[src/rtl/meta_pkg.sv]
// Shared widths and the metadata word type for the SOP metadata queue.
package meta_pkg;

  localparam int META_W_DFLT = 64;
  localparam int DROP_W_DFLT = 16;

  typedef logic [META_W_DFLT-1:0] meta_t;

endpackage : meta_pkg

[src/rtl/meta_fifo_mem.sv]
// Register-array storage for the metadata queue: one write port and one
// combinational read port.
module meta_fifo_mem #(
  parameter int META_W = 64,
  parameter int DEPTH  = 8,
  localparam int AW    = $clog2(DEPTH)
) (
  input  logic              clk,
  input  logic              we,
  input  logic [AW-1:0]     waddr,
  input  logic [META_W-1:0] wdata,
  input  logic [AW-1:0]     raddr,
  output logic [META_W-1:0] rdata
);

  logic [META_W-1:0] mem_q [DEPTH];

  // NOTE: storage is deliberately not reset; the empty flag masks stale words.
  always_ff @(posedge clk) begin
    if (we) mem_q[waddr] <= wdata;
  end

  assign rdata = mem_q[raddr];

endmodule : meta_fifo_mem

[src/rtl/meta_sop_queue.sv]
// Captures one metadata word per SOP pulse into a FWFT queue, presents it with
// valid/ready, throttles upstream via stall_out and counts dropped words.
module meta_sop_queue
  import meta_pkg::*;
#(
  parameter int  META_W    = META_W_DFLT,
  parameter int  DEPTH     = 8,
  parameter int  AF_MARGIN = 1,
  parameter int  DROP_W    = DROP_W_DFLT,
  localparam int AW        = $clog2(DEPTH),
  localparam int CW        = AW + 1
) (
  input  logic              clk,
  input  logic              rst_n,
  input  logic              sop_pulse,
  input  logic [META_W-1:0] meta_in,
  output logic [META_W-1:0] meta_out,
  output logic              meta_out_valid,
  input  logic              meta_out_ready,
  output logic              stall_out,
  output logic [CW-1:0]     count,
  output logic [DROP_W-1:0] drop_cnt
);

  localparam logic [CW-1:0] AF_LEVEL = CW'(DEPTH - AF_MARGIN);
  localparam logic [CW-1:0] FULL_XOR = {1'b1, {AW{1'b0}}};

  logic [CW-1:0]     wptr_q, wptr_d, rptr_q, rptr_d, count_q, count_d;
  logic [DROP_W-1:0] drop_q, drop_d;
  logic              stall_q, stall_d;
  logic              empty, full, push, pop;
  logic [META_W-1:0] rdata;

  assign empty = (wptr_q == rptr_q);
  assign full  = ((wptr_q ^ rptr_q) == FULL_XOR);
  assign pop   = !empty && meta_out_ready;
  assign push  = sop_pulse && (!full || pop);

  // NOTE: combinational next-state uses blocking '=' with defaults first, so no latches.
  always_comb begin
    wptr_d  = wptr_q;
    rptr_d  = rptr_q;
    count_d = count_q;
    drop_d  = drop_q;
    if (push) wptr_d = wptr_q + 1'b1;
    if (pop)  rptr_d = rptr_q + 1'b1;
    case ({push, pop})
      2'b10:   count_d = count_q + 1'b1;
      2'b01:   count_d = count_q - 1'b1;
      default: count_d = count_q;
    endcase
    if (sop_pulse && full && !pop && (drop_q != {DROP_W{1'b1}}))
      drop_d = drop_q + 1'b1;
    stall_d = (count_d >= AF_LEVEL);
  end

  // NOTE: state registers use non-blocking '<='; reset is synchronous to clk.
  always_ff @(posedge clk) begin
    if (!rst_n) begin
      wptr_q  <= '0;
      rptr_q  <= '0;
      count_q <= '0;
      drop_q  <= '0;
      stall_q <= 1'b0;
    end else begin
      wptr_q  <= wptr_d;
      rptr_q  <= rptr_d;
      count_q <= count_d;
      drop_q  <= drop_d;
      stall_q <= stall_d;
    end
  end

  meta_fifo_mem #(
    .META_W (META_W),
    .DEPTH  (DEPTH)
  ) u_mem (
    .clk   (clk),
    .we    (push),
    .waddr (wptr_q[AW-1:0]),
    .wdata (meta_in),
    .raddr (rptr_q[AW-1:0]),
    .rdata (rdata)
  );

  assign meta_out       = empty ? '0 : rdata;
  assign meta_out_valid = !empty;
  assign stall_out      = stall_q;
  assign count          = count_q;
  assign drop_cnt       = drop_q;

endmodule : meta_sop_queue

[config.mk]
export PLATFORM = sky130hd
export DESIGN_NAME = meta_sop_queue
export DESIGN_NICKNAME = d
export VERILOG_FILES = /design/src/rtl/meta_pkg.sv /design/src/rtl/meta_fifo_mem.sv /design/src/rtl/meta_sop_queue.sv
export SDC_FILE = /design/constraint.sdc
export NUM_CORES = 1
export LEC_CHECK = 0
export ABC_AREA = 1
export CAP_MARGIN = 10
export CORE_ASPECT_RATIO = 0.9
export CORE_UTILIZATION = 60
export CTS_CLUSTER_DIAMETER = 80
export DETAILED_ROUTE_END_ITERATION = 16
export PLACE_DENSITY_LB_ADDON = 0.3
export SLEW_MARGIN = 10
export SYNTH_ARGS = -nofsm -noshare
export SYNTH_HDL_FRONTEND = slang
export SYNTH_SLANG_ARGS = --single-unit
[constraint.sdc]
create_clock -name clk -period 9.8 [get_ports clk]
set_input_delay 0.98 -clock clk [delete_from_list [all_inputs] [get_ports clk]]
set_output_delay 0.98 -clock clk [all_outputs]
set_load 0.02 [all_outputs]
### Selected gate families, run 1

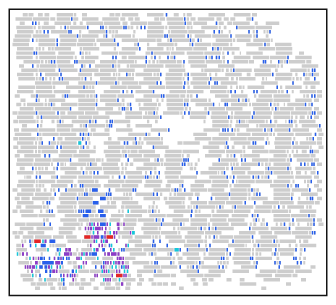
color	family	cells	most used
red	adder and majority cells	4	ha_1
purple	NAND gates	96	nand2_1
blue	NOR gates	428	nor2_1
cyan	inverters	43	inv_1
non-filler instance count after layout: 2342
combinational share of cell area: 0.194
Top cell excl fill/tap: edfxtp_1

### Where the registers sit, run 1

Other sequential cells in the stronger gray, the rest of the logic in the fainter gray.
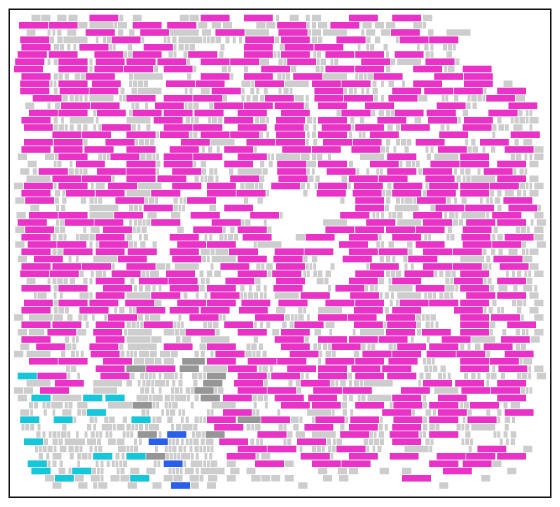
color	netlist name	placed flops
magenta	`u_mem.mem_q`	512
blue	`count`	4
cyan	`drop_cnt`	16
not colored	12
sequential power: 2.64 mW
Seq/total area: 0.639

==> flow_metrics.env, run 1 <==
# physical design summary
export IMPL_status="complete, no violations"
export IMPL_critPathLaunchType="flip-flop"
export IMPL_fp_row_count=65
export IMPL_routedWlPerCell_um=20.3
export IMPL_maxSlewViolCount=0
export IMPL_relSlewSlack=0.223
export IMPL_synthCells=1713
export IMPL_cts_setup_buffers=0
export IMPL_cp_required_ns=8.82
export IMPL_ctsResizeCount=0
export IMPL_path_clk_slew_ns=0.06
export IMPL_async_flop_share=0
export IMPL_rsz0062_at_grt="no"
export IMPL_power_density_nw_per_um2=224
export IMPL_total_power_mw=5.61
export IMPL_cts_tree="yes"
export IMPL_dr_first_iter_drc_count=1293
export IMPL_nNetsFinal=1901
export IMPL_reg2reg_slack_ns=5.67
export IMPL_core_area_um2=35100
export IMPL_syn_mean_instance_area_um2=12.5
export IMPL_grt_pass1_wl_um=73500
export IMPL_grt_overflow=0
export IMPL_clkSinkCount=544
export IMPL_finalInstanceArea_um2=25100
export IMPL_die_area_um2=36400
export IMPL_dpl_cell_area_um2=23300
export IMPL_syn_nets=1785
export IMPL_endpoint="meta_out[29]"
export IMPL_fp_dieH_um=181
export IMPL_placed_cells=2243
export IMPL_path_max_fanout=151
export IMPL_grt_pass1_vias=13600
export IMPL_post_route_period_util=0.530
export IMPL_criticalPathCategory="reg2out"
### Met3 routing, run 1

Bar = 50 um.
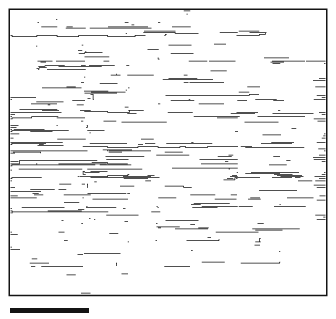
wire length on this layer	3780 um
longest straight run	61.0 um
final WL: 47500 um
met3 Use GR: 0.0469
vias: 13900

## run 1: cell type report
class | count | area (um2)
clock buffers | 67 | 1430
inverters | 43 | 171
clock inverters | 31 | 365
fillers | 2316 | 9970
multi-input cells | 1019 | 4860
repair buffers | 168 | 1640
well taps | 469 | 587
flip-flops and latches | 544 | 16000
diodes | 1 | 2.50
## run 1: cells by family after synthesis
| family | count (synthesis) | synth area share |
|---|---|---|
| adder cells (fa/ha/maj) | 4 | 0.00234 |
| buffers and inverters | 150 | 0.0271 |
| AND-OR/OR-AND | 485 | 0.121 |
| AND/OR/NAND/NOR | 525 | 0.0985 |
| flip-flops | 544 | 0.749 |
| XOR/XNOR | 5 | 0.00205 |
## run 1: placed cells by master (no fill, tap or decap), types with 2 or more instances in the layout
cell type and instances:
a21oi_1 21, inv_4 2, inv_6 2, nor2_4 10, o22ai_1 64, xor2_1 3
nor3_1 6, nor2_1 405, ha_1 4, clkbuf_16 55, nor4_1 2, nand3_1 12
nand4_1 6, clkbuf_1 11, bufinv_16 8, nor2_2 2, o21ai_1 5, dfxtp_1 30
inv_1 30, nand2_1 69, inv_2 9, o21ai_0 329, dfxtp_4 2, nand2_4 4
clkinv_1 10, clkdlybuf4s50_1 153, a31oi_1 64, xnor2_1 2, clkinv_2 10, nand2_2 4
edfxtp_1 512, buf_4 15
## run 1: power breakdown
part / total [mW] / switching (mW) / internal, mW
sequential: 2.64 / 0.0343 / 2.60
combinational: 0.897 / 0.575 / 0.322
clock: 2.08 / 0.832 / 1.24
total: 5.61 / 1.44 / 4.17
## run 1: layer usage
metal,global-route usage,part of all wire,vias up
li1,-,-,6489
met1,0.356,0.41,6776
met2,0.427,0.49,554
met3,0.0469,0.080,96
met4,0.0849,0.023,6
met5,0,0.00078,-
### Metal 2, run 1

Cells faint in the background.
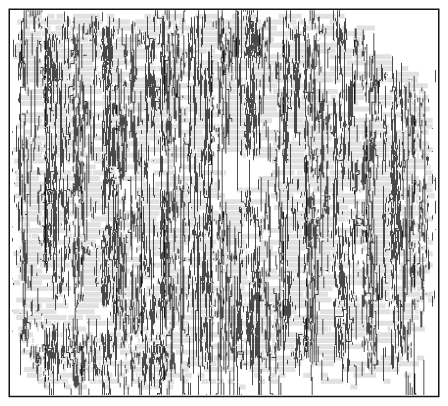

--- run 2 (diff from run 1) ---
- CORE_UTILIZATION: 60 -> 58
- clock period: 9.8 -> 4.9 ns (I/O delays scaled with it)
### Metal 2, run 2

Cells faint in the background.
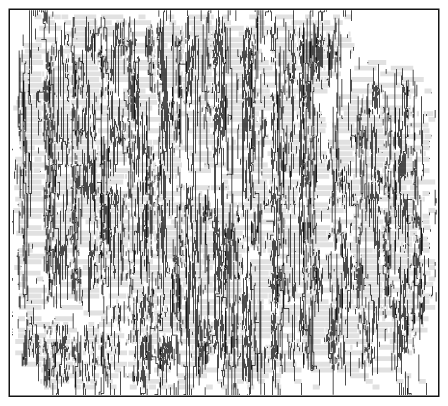
wire length on this layer	23.2 mm
main direction	vertical
share of all routed wire	49%
longest straight run	64.3 um
nets with wire on the layer	1459
M2 GR Usage: 0.421
vias: 13900
final WL: 47600 um

==> flow_metrics.env, run 2 <==
# physical design summary
export IMPL_path_clk_slew_ns=0.06
export IMPL_total_power_mw=10.9
export IMPL_cp_required_ns=4.41
export IMPL_nNetsFinal=1908
export IMPL_dpl_cell_area_um2=23500
export IMPL_stdcell_count=2351
export IMPL_final_cell_mix="edfxtp_1, nor2_1, o21ai_0, clkdlybuf4s50_1, nand2_1"
export IMPL_syn_nets=1785
export IMPL_grt_overflow=0
export IMPL_fp_dieH_um=184
export IMPL_ys_cells=1713
export IMPL_synth_edff_count=512
export IMPL_dr_first_iter_drc_count=1362
export IMPL_status="complete, no violations"
export IMPL_syn_mean_instance_area_um2=12.5
export IMPL_post_route_period_util=0.858
export IMPL_min_delay_path_depth=1
export IMPL_synthCells=1713
export IMPL_maxSlewViolCount=0
export IMPL_switching_share=0.260
export IMPL_switchingPower_mw=2.82
export IMPL_p_clk_frac=0.346
export IMPL_core_area_um2=36300
export IMPL_p_seq_frac=0.487
export IMPL_routedWlPerCell_um=20.2
export IMPL_ys_ff=544
export IMPL_ctsResizeCount=0
export IMPL_cts_tree="yes"
export IMPL_finalInstanceArea_um2=25100
export IMPL_gp_congestion=0.787
export IMPL_cts_setup_buffers=0
export IMPL_reg2reg_slack_ns=1.76
export IMPL_fp_row_count=66
export IMPL_async_flop_share=0
export IMPL_criticalPathCategory="reg2out"
export IMPL_maxCapViolCount=0
export IMPL_rsz0062_at_grt="no"
export IMPL_grt_pass1_vias=13700
export IMPL_placed_cells=2259
export IMPL_grt_pass1_wl_um=73600
export IMPL_relSlewSlack=0.284
export IMPL_critPathLaunchType="flip-flop"
[run 2: cell counts after synthesis]
No cell type changed its count.
[run 2: power groups by stage]
stage	registers [mW]	logic, mW	clock network, mW
2_1_floorplan	5.35	1.07	0
3_3_place_gp	5.38	1.76	0
3_5_place_dp	5.38	1.80	0
4_1_cts	5.28	1.81	3.81
5_1_grt	5.29	1.98	3.98
6_report	5.28	1.81	3.76
[run 2: path summary, 6_finish.rpt]
| path | to |
|---|---|
| worst max-delay path | meta_out[56] |
| worst min-delay path | wptr_q[3] |
| worst max register to register | u_mem.mem_q[5][31] |
| worst min register to register | wptr_q[3] |
[run 2: kinds of logic (layout without fill, tap and decap cells)]
group	Yosys count	in the layout	share of synthesized area
and+or+nand+nor	525	525	0.0985
DFF	544	544	0.749
adders and majority gates	4	4	0.00234
other	0	1	0
buffers and inverters	150	311	0.0271
AOI/OAI and AO/OA	485	485	0.121
xor gates and xnor gates	5	5	0.00205
[run 2: layout make-up]
class,instances,area [um2]
sequential,544,16000
fill,2480,11200
multi-input combinational,1019,4850
timing repair buffer,177,1840
clock buffer,59,1350
tap,476,596
clock inverter,32,239
inverter,43,170
antenna,1,2.50
[run 2: metal layers]
layer | track usage | share of wire | vias to the layer above
li1 | - | - | 6494
met1 | 0.345 | 0.42 | 6710
met2 | 0.421 | 0.49 | 565
met3 | 0.0435 | 0.074 | 92
met4 | 0.0857 | 0.024 | 2
met5 | 0 | 0.00021 | -
[run 2: worst max-delay path: stages (launching register included)]
cell and delay (ns):
dfxtp_4 0.70, buf_12 0.56, o21ai_0 0.23, o22ai_1 0.20, o21ai_0 0.11, a31oi_1 0.35
clkdlybuf4s50_1 0.68
Power and IR drop assume default switching activity.
